`config.mk`:
```
export PLATFORM = sky130hd
export DESIGN_NAME = mem_access_master_flat
export DESIGN_NICKNAME = d
export VERILOG_FILES = /design/src/rtl/mem_access_master_pkg.sv /design/src/rtl/mem_access_master_if.sv /design/src/rtl/mem_access_master_byte_lane_merge.sv /design/src/rtl/mem_access_master.sv /design/src/flat_wrapper.sv
export SDC_FILE = /design/constraint.sdc
export NUM_CORES = 1
export LEC_CHECK = 0
export ABC_AREA = 1
export CAP_MARGIN = 30
export CORE_ASPECT_RATIO = 2
export CORE_MARGIN = 5
export CORE_UTILIZATION = 50
export CTS_CLUSTER_SIZE = 10
export DETAILED_ROUTE_END_ITERATION = 10
export GPL_ROUTABILITY_DRIVEN = 0
export HOLD_SLACK_MARGIN = 0.03
export PLACE_DENSITY = 0.85
export SETUP_SLACK_MARGIN = 0.1
export SYNTH_ARGS = -nofsm -noshare
export SYNTH_HDL_FRONTEND = slang
export SYNTH_HIERARCHICAL = 1
export SYNTH_SLANG_ARGS = --single-unit
```
`constraint.sdc`:
```
create_clock -name clk -period 4.8 [get_ports clk]
set_input_delay 0.96 -clock clk [delete_from_list [all_inputs] [get_ports clk]]
set_output_delay 0.96 -clock clk [all_outputs]
set_load 0.02 [all_outputs]
```
`src/rtl/mem_access_master_pkg.sv`:
```
`default_nettype none
// ============================================================================
// Module   : mem_access_master_pkg
// Purpose  : Shared definitions for the MEM-stage data-memory master:
//            bus widths, FSM state encodings, default wait-cycle count and
//            a word-alignment helper.
// Options  : MEM_ALIGN_CHECK_EN (consumed by the interface and top level)
// Revision : 1.0 - initial release
// ============================================================================
package mem_access_master_pkg;

  localparam int ADDRESS_LEN     = 32;
  localparam int INSTRUCTION_LEN = 32;
  localparam logic ENABLE        = 1'b1;

  // Default number of cycles MemRead is held before read data is sampled.
  localparam int MA_WAIT_CYCLES = 1;

  // FSM state encodings, kept as plain 2-bit constants for legacy users.
  localparam logic [1:0] MA_IDLE = 2'd0;
  localparam logic [1:0] MA_RD   = 2'd1;
  localparam logic [1:0] MA_WR   = 2'd2;
  localparam logic [1:0] MA_RESP = 2'd3;

  // Memory cycles always use word-aligned addresses.
  function automatic logic [ADDRESS_LEN-1:0] ma_word_align(input logic [ADDRESS_LEN-1:0] addr);
    return {addr[ADDRESS_LEN-1:2], 2'b00};
  endfunction

endpackage : mem_access_master_pkg
`default_nettype wire

```
`src/rtl/mem_access_master_if.sv`:
```
`default_nettype none
// ============================================================================
// Module   : mem_access_master_if
// Purpose  : Pipeline request/response channel plus data-memory bus of the
//            MEM-stage master. 'master' is the initiator view, 'slave' the
//            pipeline/memory side view.
// Options  : MEM_ALIGN_CHECK_EN adds the resp_err response flag.
// Revision : 1.0 - initial release
// ============================================================================
interface mem_access_master_if;
  import mem_access_master_pkg::*;

  // Pipeline request / response
  logic                   req_valid;
  logic                   req_ready;
  logic                   req_write;
  logic                   req_byte;
  logic [ADDRESS_LEN-1:0] req_addr;
  logic [31:0]            req_wdata;
  logic                   resp_valid;
  logic [31:0]            resp_rdata;
  logic                   freeze;
`ifdef MEM_ALIGN_CHECK_EN
  logic                   resp_err;
`endif

  // Data-memory bus
  logic [ADDRESS_LEN-1:0] mem_address;
  logic [31:0]            mem_write_data;
  logic                   mem_read;
  logic                   mem_write;
  logic [31:0]            mem_read_data;

  modport master (
    input  req_valid, req_write, req_byte, req_addr, req_wdata, mem_read_data,
`ifdef MEM_ALIGN_CHECK_EN
    output resp_err,
`endif
    output req_ready, resp_valid, resp_rdata, freeze,
    output mem_address, mem_write_data, mem_read, mem_write
  );

  modport slave (
    output req_valid, req_write, req_byte, req_addr, req_wdata, mem_read_data,
`ifdef MEM_ALIGN_CHECK_EN
    input  resp_err,
`endif
    input  req_ready, resp_valid, resp_rdata, freeze,
    input  mem_address, mem_write_data, mem_read, mem_write
  );

endinterface : mem_access_master_if
`default_nettype wire

```
`src/rtl/mem_access_master_byte_lane_merge.sv`:
```
`default_nettype none
// ============================================================================
// Module   : mem_access_master_byte_lane_merge
// Purpose  : Big-endian byte-lane helper. Replaces the lane selected by
//            lane_i in word_i with byte_i (byte-store merge), and extracts
//            the same lane zero-extended (byte-load result).
//            Lane 0 is bits [31:24], lane 3 is bits [7:0].
// Options  : none
// Revision : 1.0 - initial release
// ============================================================================
module mem_access_master_byte_lane_merge (
  input  logic [31:0] word_i,
  input  logic [7:0]  byte_i,
  input  logic [1:0]  lane_i,
  output logic [31:0] merged_o,
  output logic [31:0] extracted_o
);

  // Lane decode for both the write-merge and the read-extract paths
  always_comb begin
    merged_o    = word_i;
    extracted_o = 32'h0;
    case (lane_i)
      2'b00: begin
        merged_o[31:24]   = byte_i;
        extracted_o[7:0]  = word_i[31:24];
      end
      2'b01: begin
        merged_o[23:16]   = byte_i;
        extracted_o[7:0]  = word_i[23:16];
      end
      2'b10: begin
        merged_o[15:8]    = byte_i;
        extracted_o[7:0]  = word_i[15:8];
      end
      default: begin
        merged_o[7:0]     = byte_i;
        extracted_o[7:0]  = word_i[7:0];
      end
    endcase
  end

endmodule : mem_access_master_byte_lane_merge
`default_nettype wire

```
`src/rtl/mem_access_master.sv`:
```
`default_nettype none
// ============================================================================
// Module   : mem_access_master
// Purpose  : MEM-stage initiator for the byte-array data memory. Converts
//            single pipeline load/store requests into MemRead/MemWrite
//            cycles, performs byte stores as read-modify-write and freezes
//            the pipeline while a transfer is in flight.
// Options  : MEM_ALIGN_CHECK_EN - misaligned word requests skip the memory
//            and complete with resp_err=1.
// Revision : 1.0 - initial release
// ============================================================================
module mem_access_master
  import mem_access_master_pkg::*;
#(
  parameter int WAIT_CYCLES = MA_WAIT_CYCLES  // legal range 1..15
) (
  input  logic                 clk,
  input  logic                 rst,          // synchronous, active-low
  mem_access_master_if.master  bus
);

  localparam logic [3:0] WAIT_LAST = 4'(WAIT_CYCLES - 1);
  localparam logic [3:0] WAIT_MAX  = 4'(WAIT_CYCLES);

  logic [1:0]             state_q, state_d;
  logic [ADDRESS_LEN-1:0] addr_q;
  logic [7:0]             wbyte_q;
  logic                   write_q;
  logic                   byte_q;
  logic [31:0]            rbuf_q;
  logic [31:0]            mem_wdata_q;
  logic [3:0]             wait_q;

  logic                   w_accept;
  logic                   w_align_err;
  logic                   w_err_resp;
  logic                   w_rd_last;
  logic [31:0]            w_lane_word;
  logic [31:0]            w_merged;
  logic [31:0]            w_extracted;

  assign w_accept  = (state_q == MA_IDLE) && bus.req_valid;
  assign w_rd_last = (state_q == MA_RD) && (wait_q == WAIT_LAST);

`ifdef MEM_ALIGN_CHECK_EN
  logic err_q;

  assign w_align_err = ~bus.req_byte && (bus.req_addr[1:0] != 2'b00);
  assign w_err_resp  = err_q;

  // Remember whether the accepted request was rejected as misaligned
  always_ff @(posedge clk) begin
    if (!rst) begin
      err_q <= 1'b0;
    end else if (w_accept) begin
      err_q <= w_align_err;
    end
  end

  assign bus.resp_err = (state_q == MA_RESP) && err_q;
`else
  assign w_align_err = 1'b0;
  assign w_err_resp  = 1'b0;
`endif

  // Next-state decode: RD is shared by loads and the read half of byte stores
  always_comb begin
    state_d = state_q;
    case (state_q)
      MA_IDLE: begin
        if (bus.req_valid) begin
          if (w_align_err) begin
            state_d = MA_RESP;
          end else if (!bus.req_write || bus.req_byte) begin
            state_d = MA_RD;
          end else begin
            state_d = MA_WR;
          end
        end
      end
      MA_RD: begin
        if (wait_q == WAIT_LAST) begin
          state_d = write_q ? MA_WR : MA_RESP;
        end
      end
      MA_WR:   state_d = MA_RESP;
      MA_RESP: state_d = MA_IDLE;
      default: state_d = MA_IDLE;
    endcase
  end

  // State register; reset abandons any transfer in flight
  always_ff @(posedge clk) begin
    if (!rst) begin
      state_q <= MA_IDLE;
    end else begin
      state_q <= state_d;
    end
  end

  // Request latch; rejected requests leave the bus-facing address untouched
  always_ff @(posedge clk) begin
    if (!rst) begin
      addr_q  <= '0;
      wbyte_q <= 8'h0;
      write_q <= 1'b0;
      byte_q  <= 1'b0;
    end else if (w_accept && !w_align_err) begin
      addr_q  <= bus.req_addr;
      wbyte_q <= bus.req_wdata[7:0];
      write_q <= bus.req_write;
      byte_q  <= bus.req_byte;
    end
  end

  // Wait counter: cleared on entry to RD, counts up and saturates at WAIT_CYCLES
  always_ff @(posedge clk) begin
    if (!rst) begin
      wait_q <= 4'h0;
    end else if ((state_q != MA_RD) && (state_d == MA_RD)) begin
      wait_q <= 4'h0;
    end else if ((state_q == MA_RD) && (wait_q != WAIT_MAX)) begin
      wait_q <= wait_q + 4'd1;
    end
  end

  // Read buffer captures memory data on the last RD cycle
  always_ff @(posedge clk) begin
    if (!rst) begin
      rbuf_q <= 32'h0;
    end else if (w_rd_last) begin
      rbuf_q <= bus.mem_read_data;
    end
  end

  // Write-data register: word stores load it at accept, byte stores at the
  // end of the read phase with the merged word, so it is stable through WR
  always_ff @(posedge clk) begin
    if (!rst) begin
      mem_wdata_q <= 32'h0;
    end else if (w_accept && !w_align_err && bus.req_write && !bus.req_byte) begin
      mem_wdata_q <= bus.req_wdata;
    end else if (w_rd_last && write_q) begin
      mem_wdata_q <= w_merged;
    end
  end

  // During RD the merge sees live memory data; afterwards the captured buffer
  assign w_lane_word = (state_q == MA_RD) ? bus.mem_read_data : rbuf_q;

  mem_access_master_byte_lane_merge u_lane (
    .word_i      (w_lane_word),
    .byte_i      (wbyte_q),
    .lane_i      (addr_q[1:0]),
    .merged_o    (w_merged),
    .extracted_o (w_extracted)
  );

  // Handshake and memory strobes decoded purely from the registered state
  assign bus.req_ready      = (state_q == MA_IDLE);
  assign bus.resp_valid     = (state_q == MA_RESP);
  assign bus.freeze         = (state_q == MA_RD) || (state_q == MA_WR);
  assign bus.mem_read       = (state_q == MA_RD);
  assign bus.mem_write      = (state_q == MA_WR);
  assign bus.mem_address    = ma_word_align(addr_q);
  assign bus.mem_write_data = mem_wdata_q;
  assign bus.resp_rdata     = ((state_q == MA_RESP) && !write_q && !w_err_resp)
                              ? (byte_q ? w_extracted : rbuf_q)
                              : 32'h0;

endmodule : mem_access_master
`default_nettype wire
```
`src/flat_wrapper.sv`:
```
// flat-port wrapper written by rule: the top's interface ports become plain ports
module mem_access_master_flat import mem_access_master_pkg::*;
#(
  parameter int WAIT_CYCLES = MA_WAIT_CYCLES                      
)
  (clk, rst, bus_req_valid, bus_req_write, bus_req_byte, bus_req_addr, bus_req_wdata, bus_mem_read_data, bus_req_ready, bus_resp_valid, bus_resp_rdata, bus_freeze, bus_mem_address, bus_mem_write_data, bus_mem_read, bus_mem_write);
  mem_access_master_if bus_i ();
  input  logic clk;
  input  logic rst;
  input wire logic [$bits(bus_i.req_valid)-1:0] bus_req_valid;
  input wire logic [$bits(bus_i.req_write)-1:0] bus_req_write;
  input wire logic [$bits(bus_i.req_byte)-1:0] bus_req_byte;
  input wire logic [$bits(bus_i.req_addr)-1:0] bus_req_addr;
  input wire logic [$bits(bus_i.req_wdata)-1:0] bus_req_wdata;
  input wire logic [$bits(bus_i.mem_read_data)-1:0] bus_mem_read_data;
  output wire logic [$bits(bus_i.req_ready)-1:0] bus_req_ready;
  output wire logic [$bits(bus_i.resp_valid)-1:0] bus_resp_valid;
  output wire logic [$bits(bus_i.resp_rdata)-1:0] bus_resp_rdata;
  output wire logic [$bits(bus_i.freeze)-1:0] bus_freeze;
  output wire logic [$bits(bus_i.mem_address)-1:0] bus_mem_address;
  output wire logic [$bits(bus_i.mem_write_data)-1:0] bus_mem_write_data;
  output wire logic [$bits(bus_i.mem_read)-1:0] bus_mem_read;
  output wire logic [$bits(bus_i.mem_write)-1:0] bus_mem_write;
  assign bus_i.req_valid = bus_req_valid;
  assign bus_i.req_write = bus_req_write;
  assign bus_i.req_byte = bus_req_byte;
  assign bus_i.req_addr = bus_req_addr;
  assign bus_i.req_wdata = bus_req_wdata;
  assign bus_i.mem_read_data = bus_mem_read_data;
  assign bus_req_ready = bus_i.req_ready;
  assign bus_resp_valid = bus_i.resp_valid;
  assign bus_resp_rdata = bus_i.resp_rdata;
  assign bus_freeze = bus_i.freeze;
  assign bus_mem_address = bus_i.mem_address;
  assign bus_mem_write_data = bus_i.mem_write_data;
  assign bus_mem_read = bus_i.mem_read;
  assign bus_mem_write = bus_i.mem_write;
  mem_access_master #(.WAIT_CYCLES(WAIT_CYCLES)) u_core (.clk(clk), .rst(rst), .bus(bus_i));
endmodule
```
layers.png
Bar = 20 µm.
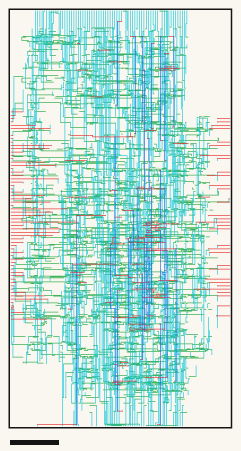
legend:
  blue:
    layer: M4
    wire_length: 1,140 µm
  cyan:
    layer: M2
    wire_length: 10,700 µm
  red:
    layer: M3
    wire_length: 1,100 µm
  green:
    layer: M1
    wire_length: 6,990 µm
Total GRT Usage: 25.2%
final WL: 19,900 µm
DR WL/cell: 17.0 µm
DR vias: 6,462

congestion_map.png
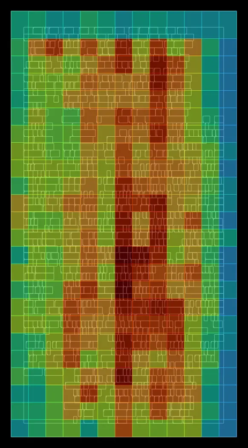
met2 Usage GRT: 46.9%
GR peak layer: met2

floorplan.png
Bar = 20 µm. Pins as bars on the die edge.
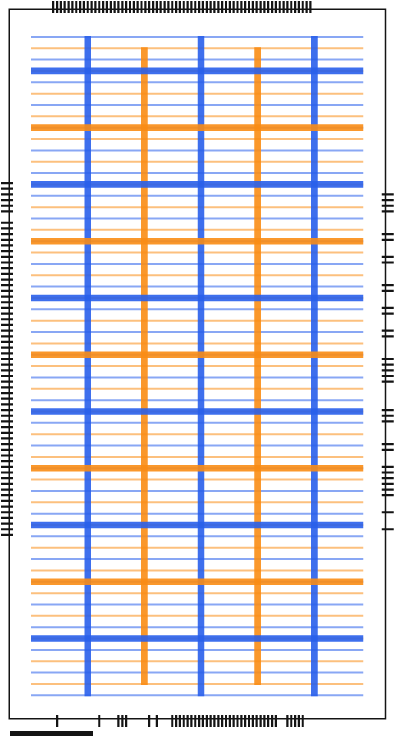
legend:
  blue:
    net: VSS
  orange:
    net: VDD
met4 straps: 5
met5 straps: 11
signal pins: 202
rows: 58
die width: 89.8 µm
core area: 0.0126 mm²
die span in y: 170 µm
VDD IR max: 0.608 mV

==> reports/results.ini <==
[route]
drc=0
drt_pre_antenna_iters=5
drtAntennaViolNets=0
wl_met2_um=10700

[setup_path]
r2r_end=u_core/bus.mem_write_data[25]$_SDFFE_PN0P_
cp.required_ns=3.84
cp.arrival_ns=3.17
startpoint_type=register
critPathLaunch=u_core/state_q[1]$_SDFF_PN0_

[power]
p_per_area_mw_per_mm2=563
p_leak_uw=0.00303

[synth]
synth_area_leader_cell=dfxtp_1
topCellsByArea=dfxtp_1 35%, nor2_1 7.3%, buf_4 6.8%
ys_warn_count=6
syn_avg_cell_area_um2=7.08
ys.flops=112
synth.cell_area_mm2=0.00637
netlist_top_cells_count=124 x nor2_1, 113 x nand2_1, 112 x dfxtp_1
yosys-stat-cells=900
yosys.stat.seqShare_pct=35.2

[global_route]
grt_first_pass_wirelength_um=31100
antenna_found_initial=0
grt.overflow.total=0
grt_max_degree=73
grt_pass1_vias=6105

[floorplanning]
fp_util_pct=50.7
dieArea_mm2=0.0152

[hold_path]
hold_path_startpoint=u_core/byte_q$_SDFFE_PN0N_

[final_layout]
fin_area_mm2=0.00823
drive_gt1_share_pct=6.67
syn2layout_area_growth_pct=29.1

[timing]
finalMaxSlewViolations=0
finalSetupTns_ns=0
max_freq_mhz=242
rsz0062_at_grt=false
timing.max_slew.rel_slack_pct=34.4
worstMarginPinSlew_ns=0.982

[run]
drv_cap=0

[clock_tree]
insertion_delay_ns=0.35
post_cts_resized=0
cts_tree=built

[placed_design]
hpwl_um=14600

[outcome]
outcome=completed

clock_wires.png
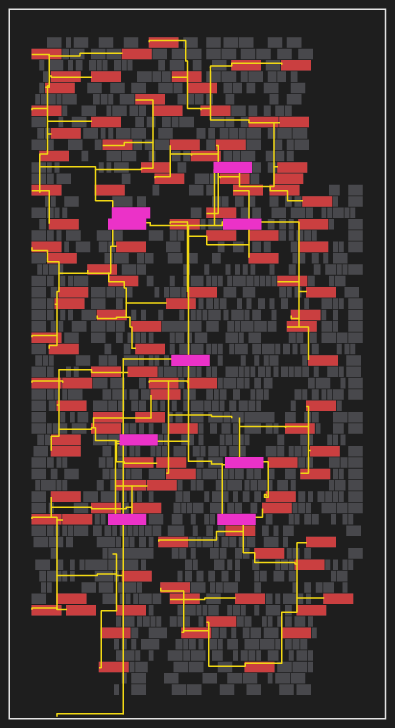
legend:
  magenta:
    item: clock-net drivers
    count: 9
  yellow:
    item: clock wires
    length: 1,360 µm
  red:
    item: flip-flops
    count: 112
flops lie: widely spread
routed clock nets: 10

class_map.png
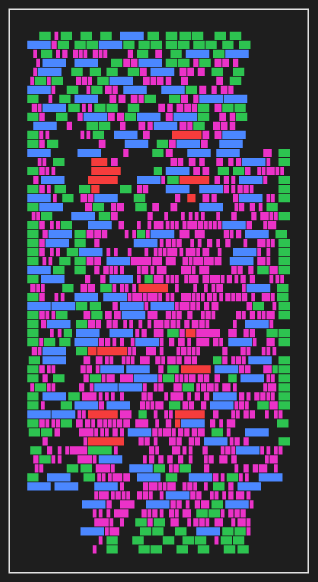
legend:
  blue:
    class: sequential cells
    cells: 112
    share_of_their_area: 28%
  magenta:
    class: remaining logic cells
    cells: 684
    share_of_their_area: 43%
  red:
    class: clock drivers and dummy loads
    cells: 16
    share_of_their_area: 3.8%
  green:
    class: remaining buffers and delay cells
    cells: 207
    share_of_their_area: 26%

## worst max-delay path by stage
stage	to	slack [ns]	depth (start not counted)
floorplan	bus_resp_rdata[0]	1.59	11
global placement	bus_resp_rdata[5]	0.85	8
detailed placement	bus_resp_rdata[6]	0.84	8
CTS	bus_resp_rdata[6]	0.74	9
global route	bus_resp_rdata[6]	0.50	9
finish	bus_resp_rdata[6]	0.67	9
## stage by stage
stage	worst slack (ns)	hold slack (ns)	power, µW	std cells
2_1_floorplan	1.59	0.445	3120	924
3_3_place_gp	0.854	0.429	3790	1153
3_5_place_dp	0.841	0.436	3830	1153
4_1_cts	0.736	0.446	4620	1169
5_1_grt	0.501	0.477	4950	1169
6_report	0.674	0.448	4640	1169
## critical path: stages, from the launching register on
cell and delay, ns:
dfxtp_1 0.43, inv_1 0.11, ha_2 0.20, buf_12 0.19
o21ai_0 0.58, nand3_1 0.15, nand4_1 0.24, nor2_1 0.08
a211oi_1 0.20, clkdlybuf4s50_1 0.65
## final cells by class
cell class	instances	area (µm²)	area share, %
inverter	56	213	2.59
timing repair buffer	207	2060	25.0
sequential	112	2240	27.3
tap	150	188	2.28
multi-input combinational	628	3220	39.1
clock inverter	6	66.3	0.806
clock buffer	10	239	2.90
## layer usage
metal	global-route usage [%]	vias up
li1	-	3209
met2	46.9	255
met3	4.97	64
met5	0	-
met4	15.5	0
met1	25.2	2934
## where the power goes
part / internal [µW] / switching (µW)
clock: 421 / 355
sequential: 1210 / 159
combinational: 874 / 1610
total: 2510 / 2130
## flip-flops by register name, indices dropped and copies added, names as in the netlist
signal                     cells
u_core/write_q                 1
u_core/wbyte_q                 8
u_core/wait_q                  4
u_core/addr_q                 32
u_core/byte_q                  1
u_core/rbuf_q                 32
u_core/bus.mem_write_data     32
u_core/state_q                 2
## cells by family (layout without fill, tap and decap cells)
kind of cell             after synthesis  after routing  synth area share (%)
XOR/XNOR                               3              3                 0.412
adder cells (fa/ha/maj)                8              8                  1.57
flip-flops                           112            112                  35.2
AND-OR/OR-AND                        270            270                  24.6
buffers and inverters                184            279                  15.8
other                                  2             26                 0.118
AND/OR/NAND/NOR                      321            321                  22.3
## placed cells by master (no fill, tap or decap), types with 2 or more instances in the layout
cell             count
a21oi_2              4
buf_4                7
clkinvlp_4           3
o21ai_2             21
nor2_2               5
nand4_1             41
o21ai_1             58
nor2_1             124
a31oi_1             32
ha_1                 7
nand2_4              4
clkdlybuf4s50_1    198
inv_1               51
inv_2                3
xnor2_1              2
clkbuf_16            9
a211oi_1            33
conb_1              26
dfxtp_1            112
nand2_1            113
o21ai_0             84
a21oi_1             38
nand3_1             29
Power and IR drop assume default switching activity.
